Figure 1. Routing congestion.
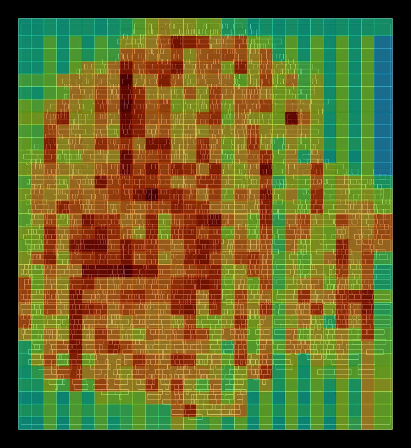
Figure 2. Register map, names as in the netlist.
The bar under the picture is 50 um long. Other sequential cells in the stronger grey, the rest of the logic in the fainter grey.
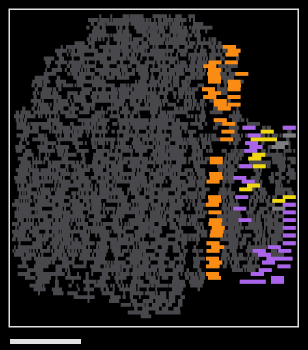
Figure 3. Signal wires on met3.
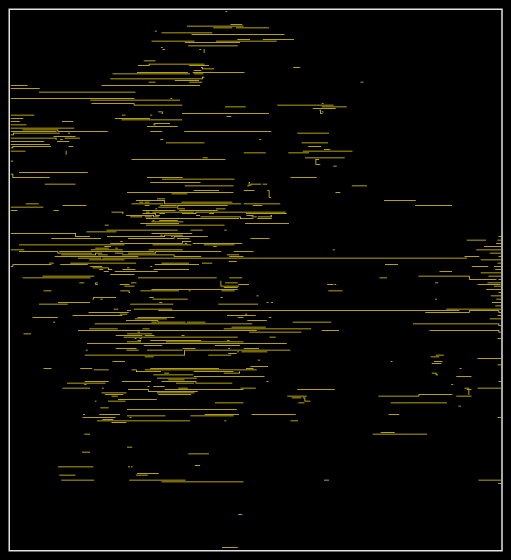
Figure 4. Metal 2.
The bar under the picture is 50 um long.
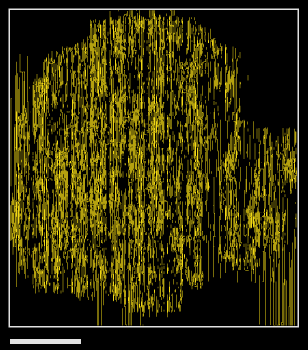
Design fmul_core, sky130hd; sources not shown.
==> impl_metrics.toml <==
# synthesis and place-and-route metrics
[critical_path]
reg2reg_slack_ns = 5.67
path_depth = 24
cp_slowest_cell = "a221oi_1"
path_buffers = 7
crit_path_max_incr_delay_ns = 0.56
crit_path_start_kind = "input pin"
cp-end-kind = "register"
crit_fanout = 18
path_cells = "clkinv_1 -> nor2_1 -> fa_1 -> fa_1 -> inv_1 -> fa_1 -> inv_1 -> fa_1 -> inv_1 -> fa_1 -> inv_1 -> fa_1 -> inv_1 -> fa_1 -> inv_1 -> ha_1 -> a21oi_1 -> nor2_1 -> or4_1 -> o21ai_0 -> a221oi_1 -> a221oi_1 -> o21ai_0 -> a311oi_1"
worstPathRequired_ns = 10.47
path_common_cell = "fa_1"
criticalPathCategory = "input pin to register"

[cts]
cts_tree = "yes"
cts_max_level = 3
insertion_delay_ns = 0.35
cts_sinks = 94

[placement]
postPlaceCellArea_sq_mm = 0.0238
dp_hpwl_um = 48200
pre_cts_slack_ns = 0.988
io_buffers = 0

[sta]
slew_headroom_pct = 52.5
max_freq_ghz = 0.112
final.setup.worst_slack_ns = 1.29
skew_ns = 0.00652
fin_tns_setup_ns = 0
setup_viol = 0
holdWs_ns = 0.492
layout_min_cycle_time_ns = 8.94

[floorplan]
core-area_sq_mm = 0.0436
die_x_um = 203
fp_util_pct = 54.1
core.rowCount = 80

[global_route]
grt_overflow = 0
grt_first_pass_wirelength_um = 98200

[synth]
synth_top_area_share_pct = 41.0
yosysChipArea_sq_mm = 0.0236
ys_cells = 2598
ys_sh_mux_pct = 0.875
top_area_cell = "fa_1"
edf_count = 0
top_cells_by_area = "fa_1, ha_1, dfrtp_1, inv_1, and2_1"
ys_sh_adder_pct = 51.1
synth_warnings = 0
synth-seq-cells = 94
synth-main-ff-cell = "dfrtp_1"
yosysSeqAreaShare_pct = 9.97
synth_top_cell_by_count = "inv_1"
synth.avg_cell_area_sq_um = 9.08
syn-num-nets = 3338
synthDistinctLibCells = 67
top_logic_kind = "adder cells"

[finish]
final_area_sq_mm = 0.0241
final_cell_mix = "inv_1, fa_1, nand2_1"
num-clock-buffers = 9
comb_share_pct = 77.2
layout.nets = 3227
layout_top_cell = "inv_1"
seq_cell_count = 94
comb_cells = 1812
clock_area_share_pct = 1.21
buffer_area_share_pct = 0.0311
biggestCellCategory = "combinational gates"
diodes = 0

[drt]
vias_per_cell = 5.61
routedWlPerCell_um = 19.9
wl_met3_um = 5290
ant_nets = 0
drtIter0Drc = 1322
routed.top_layer = "met5"
route.detailed.drc = 0
wl_met1_um = 23900
drt-pass1-iter-count = 5
met2_length_um = 28900

[job]
drv_cap = 0
log.warning_count = 27

[min_path]
holdCritPathClass = "register to register"

[outcome]
outcome = "completed"
-- Figure 1 (at the start) --
met2 GRT Util: 46.5%
fin util: 55.3%
M3 GR Usage: 5.32%
GR Util All Layers: 28.1%
met1 usage: 35.6%

-- Figure 2 (at the start) --
| name in the netlist | colour | sequential cells |
|---|---|---|
| prod_r | orange | 48 |
| y | purple | 32 |
| exp_r | yellow | 10 |
not coloured: 4
register area: 0.00235 sq mm
Seq/total area: 9.76%

-- Figure 3 (at the start) --
longest straight run: 150 um
nets with wire on the layer: 217
share of all routed wire: 8.7%
wire length on this layer: 5290 um
Detailed Route WL: 60900 um
routed vias: 17.2k

-- Figure 4 (at the start) --
main direction: vertical
share of all routed wire: 47%

